[src/rtl/fsm_driver.sv]
// fsm_driver: command-driven pulse generator for the INIT/RUNNING control FSM.
// A host command supplies a run length, a gap length and a burst count. The
// block emits start/stop pulses (downstream in0/in1), mirrors the downstream
// state, and reports completion or abort with a one-cycle done pulse.
module fsm_driver #(
  parameter int CNT_W = 16,
  parameter int REP_W = 8
) (
  input  logic             clk,
  input  logic             rstn,
  input  logic             cmd_valid,
  output logic             cmd_ready,
  input  logic [CNT_W-1:0] cmd_run_len,
  input  logic [CNT_W-1:0] cmd_gap_len,
  input  logic [REP_W-1:0] cmd_count,
  input  logic             abort,
  output logic             start,
  output logic             stop,
  output logic             mirror_state,
  output logic             busy,
  output logic             done,
  output logic             aborted,
  output logic [REP_W-1:0] bursts_done
);

  typedef enum logic [2:0] {
    S_IDLE  = 3'd0,
    S_START = 3'd1,
    S_RUN   = 3'd2,
    S_STOP  = 3'd3,
    S_GAP   = 3'd4
  } state_t;

  state_t state;
  state_t state_nx;

  // Latched command fields; zero run length and count are stored as 1.
  logic [CNT_W-1:0] run_len;
  logic [CNT_W-1:0] gap_len;
  logic [REP_W-1:0] count;

  // Shared down-counter for the RUNNING phase and the idle gap.
  logic [CNT_W-1:0] cnt;

  // Abort seen in START/RUN; honoured once the pending stop pulse is out.
  logic abort_pend;

  logic accept;
  logic finish;
  logic finish_abort;
  logic last_burst;

  // Next-state decode and Moore/handshake outputs.
  always_comb begin
    state_nx     = state;
    cmd_ready    = 1'b0;
    start        = 1'b0;
    stop         = 1'b0;
    accept       = 1'b0;
    finish       = 1'b0;
    finish_abort = 1'b0;
    last_burst   = (REP_W'(bursts_done + 1'b1) == count);
    case (state)
      S_IDLE: begin
        cmd_ready = 1'b1;
        if (cmd_valid) begin
          accept   = 1'b1;
          state_nx = S_START;
        end
      end
      S_START: begin
        start = 1'b1;
        // run_len - 1 == 0 means the burst is a single RUNNING cycle.
        if (abort || run_len == CNT_W'(1)) state_nx = S_STOP;
        else                               state_nx = S_RUN;
      end
      S_RUN: begin
        if (abort || cnt == CNT_W'(1)) state_nx = S_STOP;
      end
      S_STOP: begin
        stop = 1'b1;
        if (last_burst || abort_pend || abort) begin
          state_nx     = S_IDLE;
          finish       = 1'b1;
          finish_abort = abort_pend | abort;
        end else if (gap_len == '0) begin
          state_nx = S_START;
        end else begin
          state_nx = S_GAP;
        end
      end
      S_GAP: begin
        // Downstream is already in INIT here, so abort needs no stop pulse.
        if (abort) begin
          state_nx     = S_IDLE;
          finish       = 1'b1;
          finish_abort = 1'b1;
        end else if (cnt == CNT_W'(1)) begin
          state_nx = S_START;
        end
      end
      default: state_nx = S_IDLE;
    endcase
  end

  assign busy = (state != S_IDLE);

  // Control state: FSM, mirror of downstream state, status and burst tally.
  always_ff @(posedge clk) begin
    if (!rstn) begin
      state        <= S_IDLE;
      mirror_state <= 1'b0;
      done         <= 1'b0;
      aborted      <= 1'b0;
      abort_pend   <= 1'b0;
      bursts_done  <= '0;
    end else begin
      state <= state_nx;
      done  <= finish;
      if (start)     mirror_state <= 1'b1;
      else if (stop) mirror_state <= 1'b0;
      if (accept) begin
        bursts_done <= '0;
        aborted     <= 1'b0;
        abort_pend  <= 1'b0;
      end else begin
        if (stop) bursts_done <= REP_W'(bursts_done + 1'b1);
        if (abort && (state == S_START || state == S_RUN)) abort_pend <= 1'b1;
        if (finish) aborted <= finish_abort;
      end
    end
  end

  // Datapath: command field capture and the run/gap down-counter.
  always_ff @(posedge clk) begin
    if (accept) begin
      run_len <= (cmd_run_len == '0) ? CNT_W'(1) : cmd_run_len;
      gap_len <= cmd_gap_len;
      count   <= (cmd_count == '0) ? REP_W'(1) : cmd_count;
    end
    if (start) begin
      cnt <= run_len - CNT_W'(1);
    end else if (stop) begin
      cnt <= gap_len;
    end else if (state == S_RUN || state == S_GAP) begin
      cnt <= cnt - CNT_W'(1);
    end
  end

endmodule

[config.mk]
export PLATFORM = sky130hd
export DESIGN_NAME = fsm_driver
export DESIGN_NICKNAME = d
export VERILOG_FILES = /design/src/rtl/fsm_driver.sv
export SDC_FILE = /design/constraint.sdc
export NUM_CORES = 1
export LEC_CHECK = 0
export CELL_PAD_IN_SITES_DETAIL_PLACEMENT = 1
export CELL_PAD_IN_SITES_GLOBAL_PLACEMENT = 1
export CORE_UTILIZATION = 43
export CTS_CLUSTER_SIZE = 10
export DETAILED_ROUTE_END_ITERATION = 16
export PLACE_DENSITY_LB_ADDON = 0.1
export RECOVER_POWER = 25
export SLEW_MARGIN = 20
export SYNTH_ARGS = -nofsm -noshare
export SYNTH_HDL_FRONTEND = slang
export SYNTH_SLANG_ARGS = --single-unit
[constraint.sdc]
create_clock -name clk -period 4.4 [get_ports clk]
set_input_delay 0.44 -clock clk [delete_from_list [all_inputs] [get_ports clk]]
set_output_delay 0.44 -clock clk [all_outputs]
set_load 0.005 [all_outputs]
==> metrics.sh, run 1 <==
IR_DROP_mV=0.230
GRT.OVERFLOW.TOTAL=0
YOSYS-STAT-CELLS=354
POST_SYNTH_MAIN_AREA_CONTRIBUTORS='edfxtp_1 45%, dfxtp_1 8.1%, xnor2_1 5.0%, xor2_1 4.0%, nor2_1 3.4%'
FF_LATCH_AREA_MM2=0.00198
MET1_GLOBAL_ROUTE_USAGE_PCT=31.7
NETLIST_INSTANCES=354
SLOWEST_STAGE='dfxtp_1'
POWER.COMBINATIONAL.TOTAL_uW=561
TRITONCTS='done'
FINALWORSTSETUPSLACK_PS=1440
WORST-ENDPOINT-ARRIVAL_PS=2520
YOSYS-STAT-AREA_MM2=0.00370
FLOORPLANUTILIZATION_PCT=44.8
ROWS=33
P_LEAK_uW=0.00149
TOP_CELL_EXCL_FILL_TAP='edfxtp_1'
POSTROUTEANTENNANETS=0
NUMBER_OF_VIOLATIONS_OF_THE_MAX_CAPACITANCE_LIMIT=0
SYNTH.LIB_CELLS_USED.DISTINCT=53
WORSTSETUPENDPOINTTYPE='primary output'
POST_DP_CELL_AREA_MM2=0.00431
GP_ROUTABILITY_CONGESTION=0.851
TIMING.SLEW.HEADROOM_PCT=28.3
SEQ_SHARE_PCT=44.1
CRITPATHREQUIREDTIME_PS=3960
PERIOD_USED_PCT=67.3
NETSWITCHINGPOWER_uW=730
SHARE_OF_FLIP_FLOPS_WITH_AN_ASYNCHRONOUS_SET_OR_RESET_AFTER_SYNTHESIS_PCT=0
POST_SYNTH_INSTANCE_AREA_MM2=0.00370
LARGESTCLASSBYAREA='registers'
SHARE_CLK_OF_TOTAL_POWER_PCT=23.3
DRT_FIRST_ITER_VIOLATIONS=118
SYNTH_LARGEST_TYPE_AREA_FRACTION_PCT=45.5
CTS_RESIZED=0
SYN_AREA_PER_CELL_UM2=10.4
MET2_LENGTH_UM=4160
FINAL_NET_COUNT=442
POST_SYNTH_NET_TOTAL=403
LAYOUT_TOP_CELLS='56 x edfxtp_1, 35 x dlygate4sd3_1, 33 x nor2_1'
COUNT_OF_UNRESOLVED_DRC_VIOLATIONS_AFTER_ROUTING=0
MAXSLEWVIOLCOUNT=0
POST_DRT_VIA_CELL_RATIO=5.55
DETAIL_ROUTE.WIRELENGTH.MET1_UM=4510
COMBINATIONAL_FRACTION_OF_THE_CELL_AREA_PCT=34.8
NUMPORTBUFFERS=58
CLOCK_TREE.BUFFER_DEPTH=2
VIA_COUNT=2791
P_SEQ_uW=1110
FINAL_LAYOUT_SIZE_SUFFIX_GT1_SHARE_PCT=6.78
P_COMB_SHARE_PCT=25.8
TOP_CELLS_BY_COUNT='56 x edfxtp_1, 33 x nor2_1, 31 x clkbuf_1'
BUFFER_AREA_SHARE_PCT=13.3
POWER_FRAC_SEQ_PCT=50.9
FIN_AREA_MM2=0.00449
MET3_LENGTH_UM=277
PRECTSSETUPSLACK_PS=1690
FIN_SETUP_TNS_PS=0
CTS_BUFFERS=9
CLOCK_TREE_AREA_FRACTION_PCT=4.18
TIGHTESTPINTRANSITION_PS=1070
HIGHEST_METAL_LAYER_WITH_SIGNAL_WIRES='met4'
FINALWIRELENGTH_UM=9110
CTS.ROOT.BUFFER_CELL='clkbuf_8'
OUTCOME='finished, final reports clean'
P_INT_uW=1440
DESIGN_POWER_TOTAL_uW=2170
FIRST_GLOBAL_VIAS=2845
SYNTH.LARGEST_AREA_CELL='edfxtp_1'
DIE_WIDTH_UM=94.7
DIEHEIGHT_UM=94.7
GRT_SETUP_UNREPAIRED='no'
SW_FRAC_OF_TOTAL_PCT=33.6
FLOP_CELL='edfxtp_1'
GRT_START_MAX_NET_PINS=42
YS_FF=71
ACHIEVABLE-FREQUENCY_MHz=338
SYNTHMOSTINSTANTIATEDCELL='edfxtp_1'
POWER_DENSITY_mW_PER_MM2=484
EDF_COUNT=56
CRITICALPATHCATEGORY='reg2out'
USE_MET2_PCT=34.7
POWER-TOP-GROUP='sequential cells'
SETUP_VIOL_COUNT_FINAL=0
DPL.HPWL_UM=6860
MIN_PATH_TYPE='reg2reg'
HOLD_VIOL_FINAL=0
-- run 1: final timing paths --
check              from         end  slack, ps  cells past startpoint
max            state[1]        stop       1440                      3
min          abort_pend  abort_pend        500                      2
max reg2reg    state[1]     aborted       1740                      4
min reg2reg  abort_pend  abort_pend        500                      2
-- run 1: cells by family after synthesis --
family	synth area share, %
AOI/OAI and AO/OA	11.8
xor gates and xnor gates	9.00
adders and majority gates	1.69
buffers and inverters	4.16
DFF	53.6
muxes	0.271
and+or+nand+nor	19.5
-- run 1: state kept, by name (all words and copies together), names as in the netlist, 3 cells and up --
register and count:
state 3, count 8, bursts_done 8, run_len 16
gap_len 16, cnt 16
==> run_1/route_heat.png <==
19 x 19 tiles, from black (low) to pale yellow (high), scaled to the fullest tile. Values are wire area over tile area, all layers added.
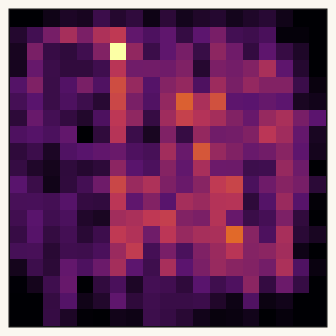
fullest tile: 0.67
emptiest ninth of the die: lower left
nearly empty tiles: 8.0%
tiles over half the peak: 4.4%
densest ninth of the die: center

==> run_1/placed.png <==
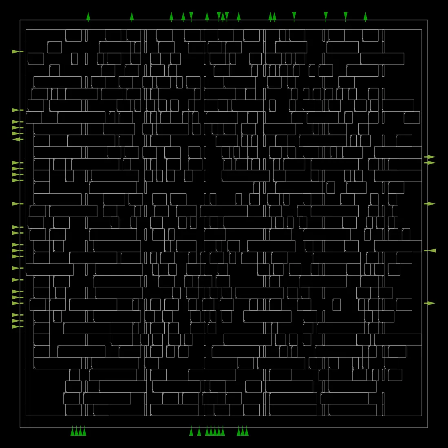
post-layout util: 54.4%
number of sequential storage elements: 71
fillcell total: 906
area of the core: 0.00826 mm^2

==> run_1/clock_wires.png <==
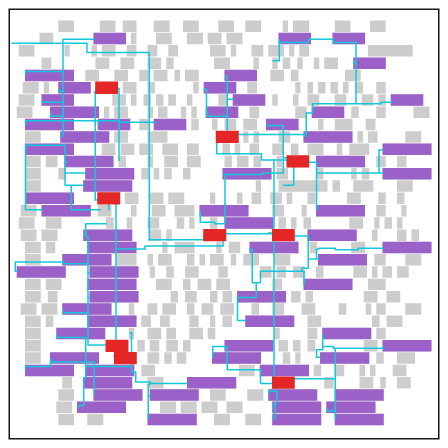
[clock-net drivers] red | count: 9
[flip-flops] purple | count: 71
[clock wires] cyan | length: 946 um
routed clock nets: 10
flops lie: all over the die
clock insertion delay at the later pin of the skew report: 350 ps
power consumed by the clock network: 507 uW
final setup skew: 14.4 ps

==> run_1/closeup.png <==
Bar = 10 um. Window x 35 to 60, y 16 to 41 um. Cells in gray, sequential cells in the stronger gray; small squares are vias.
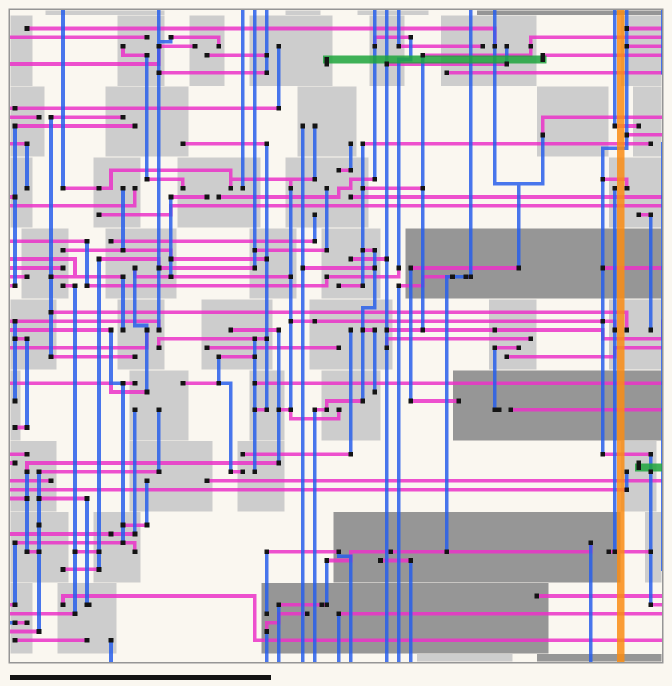

==> run 2, diff against run 1 <==
- CORE_UTILIZATION: 43 -> 38
- clock period: 4.4 -> 2.4 ns (I/O delays scaled with it)
==> run_2/closeup.png <==
Bar = 10 um. Window x 38 to 63, y 18 to 43 um. Cells in gray, sequential cells in the stronger gray; small squares are vias.
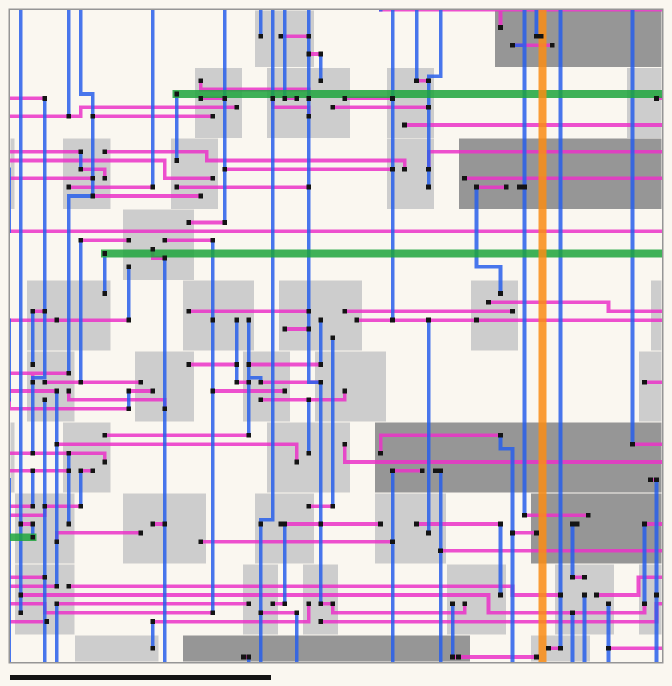
| layer | color |
|---|---|
| M2 | blue |
| M3 | green |
| M1 | magenta |
| M4 | orange |
sequential cells in the window: 3
most frequent: nor3_1 (3), nand2b_1 (3), edfxtp_1 (3)
netlist names of flops here include: cnt (2), gap_len (1)
cells with their middle in the window: 30

==> run_2/placed.png <==
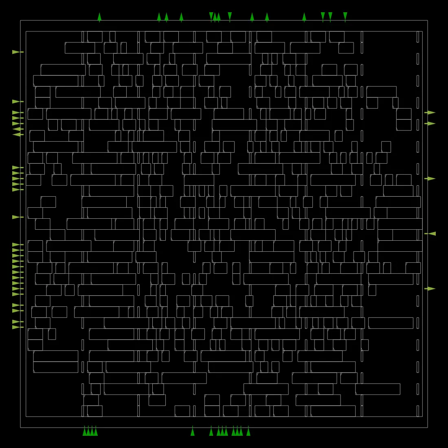
fillcell total: 1006
row count: 35
post-layout util: 49.8%

==> metrics.sh, run 2 <==
AREA_GROWTH_SYN_TO_LAYOUT_PCT=25.7
SYNTHESIS.YOSYS.WARNINGS=0
ACHIEVABLE-FREQUENCY_MHz=442
POWER_FRAC_SEQ_PCT=49.3
GRT.MET3_USAGE_PCT=3.19
MET1_GLOBAL_ROUTE_USAGE_PCT=28.0
SYNTH.LARGEST_AREA_CELL='edfxtp_1'
FINALWIRELENGTH_UM=9220
CRITICALPATHCATEGORY='reg2reg'
GRT_FIRST_PASS_WIRELENGTH_UM=15000
COUNT_OF_UNRESOLVED_DRC_VIOLATIONS_AFTER_ROUTING=0
CRIT_START='run_len[11]'
HOLD_VIOL_FINAL=0
DETAIL_ROUTE.WIRELENGTH.MET1_UM=4360
HOLD_PATH_STARTPOINT='cmd_count[3]'
SYN_AREA_PER_CELL_UM2=10.4
GRT.OVERFLOW.TOTAL=0
FLOP_CELL='edfxtp_1'
MET3_LENGTH_UM=486
POSTROUTEANTENNANETS=0
GRT_SETUP_UNREPAIRED='no'
FLOORPLAN.DIE_AREA_MM2=0.0101
NETLIST_INSTANCES=354
WORSTSETUPENDPOINT='cnt[15]'
CRIT_PATH_CELLS='or4_4, or4_1, o21a_1, o311ai_1, o21ai_1'
WORSTREG2REGEND='cnt[15]'
CLOCK_TREE.HTREE_LEVEL_COUNT=3
DRT_PRE_ANTENNA_ITERS=4
CTS_BUFFERS=9
TOP_CELL_EXCL_FILL_TAP='edfxtp_1'
CELLS_AFTER_DPL=523
POWER_DENSITY_mW_PER_MM2=872
MET2_LENGTH_UM=4270
CP.BUFFERS_INVERTERS=0
YS_FF=71
CP_MAX_FO=3
NUMPORTBUFFERS=58
FINALWORSTSETUPSLACK_PS=137
WORST-ENDPOINT-ARRIVAL_PS=2350
NUMBER_OF_WARNINGS_THE_TOOLS_REPORTED=28
P_SEQ_uW=2000
R2R_SLACK_PS=140
FIRST_GLOBAL_VIAS=2895
P_LEAK_uW=0.00155
TIMING.SLEW.HEADROOM_PCT=64.3
EDF_COUNT=56
CTS.ROOT.BUFFER_CELL='clkbuf_8'
PERIOD_MINUS_SLACK_PS=2260
CRITPATHREQUIREDTIME_PS=2490
TIMING.CRITICAL_PATH.FROM_TYPE='flop'
NETSWITCHINGPOWER_uW=1360
WORST-R2R-CELL-COUNT=5
CORE-AREA_MM2=0.00933
FINAL_LAYOUT_SIZE_SUFFIX_GT1_SHARE_PCT=10.9
SYNTH.LIB_CELLS_USED.DISTINCT=53
SHARE_CLK_OF_TOTAL_POWER_PCT=23.3
WORSTSETUPPATHDEPTH=5
LAYOUT_TOP_CELLS='56 x edfxtp_1, 35 x dlygate4sd3_1, 33 x nor2_1'
TIGHTESTPINTRANSITION_PS=536
CLK-INSERTION-DELAY-LATE_PS=350
WORSTSETUPENDPOINTTYPE='flop'
POST_SYNTH_INSTANCE_AREA_MM2=0.00370
IOS=59
NUMBER_OF_VIOLATIONS_OF_THE_MAX_CAPACITANCE_LIMIT=0
TOP_CELLS_BY_COUNT='56 x edfxtp_1, 33 x nor2_1, 31 x clkbuf_1'
DRT_FIRST_ITER_VIOLATIONS=155
WORST_R2R_SRC='run_len[11]'
OUTCOME='finished, final reports clean'
HIGHEST_METAL_LAYER_WITH_SIGNAL_WIRES='met4'
MAXSLEWVIOLCOUNT=0
CRIT_FAMILY='simple AND/OR/NAND/NOR gates'
DESIGN_POWER_TOTAL_uW=4050
REG.LARGEST.LIST='cnt (16), gap_len (16), run_len (16)'
CLK_PIN_SLEW_PS=70
PERIOD_USED_PCT=94.3
YS_SEQ_SHARE_PCT=53.6
CLOCK_SINK_COUNT=71
INITIAL_ANTENNA_VIOLATION_COUNT=0
POWER-TOP-GROUP='sequential cells'
SYNTHMOSTINSTANTIATEDCELL='edfxtp_1'
GP_ROUTABILITY_CONGESTION=0.829
POST_DP_CELL_AREA_MM2=0.00443
SHARE_OF_FLIP_FLOPS_WITH_AN_ASYNCHRONOUS_SET_OR_RESET_AFTER_SYNTHESIS_PCT=0
HOLDPATHSTAGES=1
VIA_COUNT=2903
SYNTH_LARGEST_TYPE_AREA_FRACTION_PCT=45.5
TRITONCTS='done'
SLOWEST_STAGE='or4_4'
P_INT_uW=2690
POST_SYNTH_MAIN_AREA_CONTRIBUTORS='edfxtp_1 45%, dfxtp_1 8.1%, xnor2_1 5.0%, xor2_1 4.0%, nor2_1 3.4%'
FINAL_NET_COUNT=456
DPL.HPWL_UM=6830
SETUP_VIOL_COUNT_FINAL=0
P_COMB_SHARE_PCT=27.4
DIEHEIGHT_UM=101
TIMING.CRITICAL_PATH.SLOWEST_CELL_DELAY_PS=550
SW_FRAC_OF_TOTAL_PCT=33.6
FLOORPLANUTILIZATION_PCT=39.6
POWER.COMBINATIONAL.TOTAL_uW=1110
POST_DRT_VIA_CELL_RATIO=5.37
PRECTSSETUPSLACK_PS=102
CLOCK-SKEW-FINAL_PS=13.9
CTS_HOLD_REPAIR.BUFFERS=0
DIE_WIDTH_UM=101
YOSYS-STAT-AREA_MM2=0.00370
POST_SYNTH_NET_TOTAL=403
IR_DROP_mV=0.439
HOLD-PATH-ENDPOINT='count[3]'
PG_CLK_uW=943
FIN_SETUP_TNS_PS=0
MIN_PATH_TYPE='in2reg'
TIMING.HOLD.WS_PS=491
POST_DRT_WL_PER_CELL_UM=17.0
GRT-BUSIEST-LAYER='met2'
ANTENNA_CELLS=0
GRT_START_MAX_NET_PINS=41
USE_MET2_PCT=30.8
LAYOUTNONFILLERINSTCOUNT=541
CLOCK_TREE.BUFFER_DEPTH=2
FIN_AREA_MM2=0.00465
YOSYS-STAT-CELLS=354
GROUTE.USAGE.OVERALL_PCT=19.8
-- run 2: layout make-up --
class,instances,area [um^2]
fillers,1006,4680
flip-flops and latches,71,1980
multi-input cells,242,1580
repair buffers,74,701
well taps,129,161
clock buffers,10,128
clock inverters,6,61.3
inverters,9,37.5
-- run 2: cell families (layout without fill, tap and decap cells) --
group                      Yosys count  after routing  share of synthesized area [%]
buffers and inverters               41             99                           4.16
and+or+nand+nor                    135            135                           19.5
adders and majority gates            5              5                           1.69
xor gates and xnor gates            38             38                           9.00
AOI/OAI and AO/OA                   63             63                           11.8
DFF                                 71             71                           53.6
muxes                                1              1                          0.271
-- run 2: repair_timing --
action | in CTS | in global routing
endpoints found under the setup margin | 0 | 3
hold endpoints to repair | 0 | 0
gates resized | 0 | 4
buffers inserted | 0 | 2
==> run 3, diff against run 2 <==
- CORE_MARGIN: default -> 2
==> run_3/closeup.png <==
Bar = 10 um. Window x 39 to 64, y 18 to 43 um. Cells in gray, sequential cells in the stronger gray; small squares are vias.
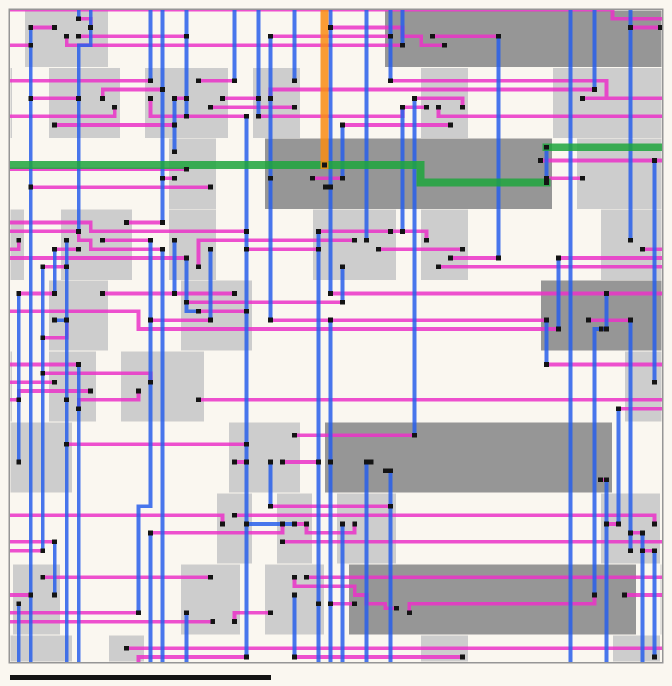

==> run_3/route_heat.png <==
21 x 21 tiles, from black (low) to pale yellow (high), scaled to the fullest tile. Values are wire area over tile area, all layers added.
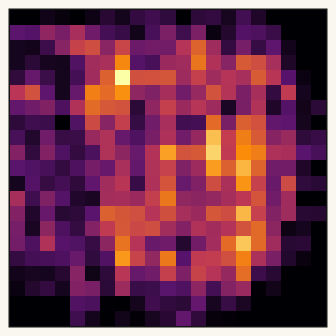
tiles over half the peak: 19%
fullest tile: 0.48
nearly empty tiles: 13%
emptiest ninth of the die: lower left

==> metrics.sh, run 3 <==
SYNTHMOSTINSTANTIATEDCELL='edfxtp_1'
CRITICALPATHCATEGORY='reg2reg'
OUTCOME='finished, final reports clean'
R2R_SLACK_PS=130
BUFFER_AREA_SHARE_PCT=15.0
SETUP_VIOL_COUNT_FINAL=0
DIEHEIGHT_UM=103
FINALWIRELENGTH_UM=9520
NUMBER_OF_VIOLATIONS_OF_THE_MAX_CAPACITANCE_LIMIT=0
CLOCK_TREE.BUFFER_DEPTH=2
HOLD-PATH-ENDPOINT='run_len[6]'
CP_MAX_FO=3
POST_SYNTH_INSTANCE_AREA_MM2=0.00370
FINAL_NET_COUNT=455
REG.LARGEST.LIST='cnt (16), gap_len (16), run_len (16)'
SHARE_CLK_OF_TOTAL_POWER_PCT=26.3
CLK-INSERTION-DELAY-LATE_PS=350
CLOCK_SINK_COUNT=71
CRIT_PATH_CELLS='or4_1, or4_1, o21a_1, o311ai_1, o21ai_1'
CP.BUFFERS_INVERTERS=0
TAPCELLCOUNT=133
MAXSLEWVIOLCOUNT=0
TIGHTESTPINTRANSITION_PS=518
SIGNAL_BUFFERS=73
CLOCK_TREE.HTREE_LEVEL_COUNT=3
PRECTSSETUPSLACK_PS=137
PERIOD_USED_PCT=94.7
DRT_PRE_ANTENNA_ITERS=4
GRT_START_MAX_NET_PINS=41
GRT_FIRST_PASS_WIRELENGTH_UM=15500
P_INT_uW=2870
NUM-NONCLK-INVERTERS=9
VIA_COUNT=2861
TIMING.SLEW.HEADROOM_PCT=65.1
DESIGN_POWER_TOTAL_uW=4270
DESIGN.SEQ.COUNT=71
PERIOD_MINUS_SLACK_PS=2270
CRITPATHREQUIREDTIME_PS=2500
FILL_CELLS=1050
HOLD_VIOL_FINAL=0
FIN_SETUP_TNS_PS=0
NETSWITCHINGPOWER_uW=1400
SYNTH_LARGEST_TYPE_AREA_FRACTION_PCT=45.5
FF_LATCH_AREA_MM2=0.00198
P_COMB_SHARE_PCT=26.9
WORST-R2R-CELL-COUNT=5
CELLS_AFTER_DPL=527
P_LEAK_uW=0.00157
CRIT_FAMILY='simple AND/OR/NAND/NOR gates'
YOSYS-STAT-CELLS=354
TIMING.HOLD.WS_PS=485
CTS.ROOT.BUFFER_CELL='clkbuf_8'
POSTROUTEANTENNANETS=0
WORSTREG2REGEND='cnt[15]'
YOSYS-STAT-AREA_MM2=0.00370
POWER_DENSITY_mW_PER_MM2=912
CORE-AREA_MM2=0.00959
AREA_GROWTH_SYN_TO_LAYOUT_PCT=26.8
POST_DP_CELL_AREA_MM2=0.00444
IOS=59
INITIAL_ANTENNA_VIOLATION_COUNT=0
WORSTSETUPENDPOINTTYPE='flop'
SYN_AREA_PER_CELL_UM2=10.4
TIMING.CRITICAL_PATH.SLOWEST_CELL_DELAY_PS=560
POWER-TOP-GROUP='sequential cells'
WORST_R2R_SRC='run_len[11]'
CTS_BUFFERS=9
FLOORPLAN.DIE_AREA_MM2=0.0105
YS_SEQ_SHARE_PCT=53.6
GRT.OVERFLOW.TOTAL=0
SYNTH.LARGEST_AREA_CELL='edfxtp_1'
LARGESTCLASSBYAREA='registers'
NUMPORTBUFFERS=58
ANTENNA_CELLS=0
POSTLAYOUTCOREUTIL_PCT=48.9
LAYOUTNONFILLERINSTCOUNT=544
NUMBER_OF_WARNINGS_THE_TOOLS_REPORTED=28
WORSTSETUPPATHDEPTH=5
IR_DROP_mV=0.438
WORSTSETUPENDPOINT='cnt[15]'
SW_FRAC_OF_TOTAL_PCT=32.8
CLOCK_TREE_AREA_FRACTION_PCT=4.94
SEQ_SHARE_PCT=42.3
POWER.COMBINATIONAL.TOTAL_uW=1150
FIN_AREA_MM2=0.00469
FLOORPLANUTILIZATION_PCT=38.5
DRT_FIRST_ITER_VIOLATIONS=129
GROUTE.USAGE.OVERALL_PCT=19.4
MULTI_INPUT_COMB_CELLS=242
FINAL.CLKBUF_COUNT=11
SYNTHESIS.YOSYS.WARNINGS=0
TRITONCTS='done'
MIN_PATH_TYPE='in2reg'
DPL.HPWL_UM=6950
PG_CLK_uW=1120
POST_DRT_WL_PER_CELL_UM=17.5
NETLIST_INSTANCES=354
WORST-ENDPOINT-ARRIVAL_PS=2370
SHARE_OF_FLIP_FLOPS_WITH_AN_ASYNCHRONOUS_SET_OR_RESET_AFTER_SYNTHESIS_PCT=0
LAYOUT_TOP_CELLS='56 x edfxtp_1, 35 x dlygate4sd3_1, 33 x nor2_1'
TOP_CELL_EXCL_FILL_TAP='edfxtp_1'
HOLDPATHSTAGES=1
SLOWEST_STAGE='or4_1'
TOP_CELLS_BY_COUNT='56 x edfxtp_1, 33 x nor2_1, 31 x clkbuf_1'
ROWS=36
POST_SYNTH_NET_TOTAL=403
COUNT_OF_UNRESOLVED_DRC_VIOLATIONS_AFTER_ROUTING=0
GP_ROUTABILITY_CONGESTION=0.805
POST_SYNTH_MAIN_AREA_CONTRIBUTORS='edfxtp_1 45%, dfxtp_1 8.1%, xnor2_1 5.0%, xor2_1 4.0%, nor2_1 3.4%'
YS_FF=71
ACHIEVABLE-FREQUENCY_MHz=440
POWER_FRAC_SEQ_PCT=46.8
COMBINATIONAL_FRACTION_OF_THE_CELL_AREA_PCT=33.4
FINAL_LAYOUT_SIZE_SUFFIX_GT1_SHARE_PCT=10.9
SYNTH.LIB_CELLS_USED.DISTINCT=53
HOLD_PATH_STARTPOINT='cmd_run_len[6]'
MI_LOGIC_AREA_MM2=0.00157
P_SEQ_uW=2000
CRIT_START='run_len[11]'
POST_DRT_VIA_CELL_RATIO=5.26
DIE_WIDTH_UM=103
TIMING.CRITICAL_PATH.FROM_TYPE='flop'
CLOCK-SKEW-FINAL_PS=9.73
FLOP_CELL='edfxtp_1'
FINALWORSTSETUPSLACK_PS=128
EDF_COUNT=56
run 3: cell counts after synthesis:
No cell type changed its count.
run 3: logic make-up (layout without fill, tap and decap cells):
group	count (synthesis)	count (layout)	share of synthesized area, %
buffers and inverters	41	98	4.16
AOI/OAI and AO/OA	63	63	11.8
xor gates and xnor gates	38	38	9.00
DFF	71	71	53.6
adders and majority gates	5	5	1.69
and+or+nand+nor	135	135	19.5
muxes	1	1	0.271
run 3: timing repair:
item | CTS | global route
hold buffers | 0 | 0
setup endpoints to repair | 0 | 2
setup buffers | 0 | 1
resized | 0 | 3
run 3: routing by layer:
metal	up-vias	routed length (um)	track usage (%)
li1	1396	-	-
met1	1406	4590	26.3
met2	53	4500	31.6
met3	6	370	4.81
met4	0	60	4.10
met5	-	0	0
No activity file was given, so power comes from the tool's default toggle rates.
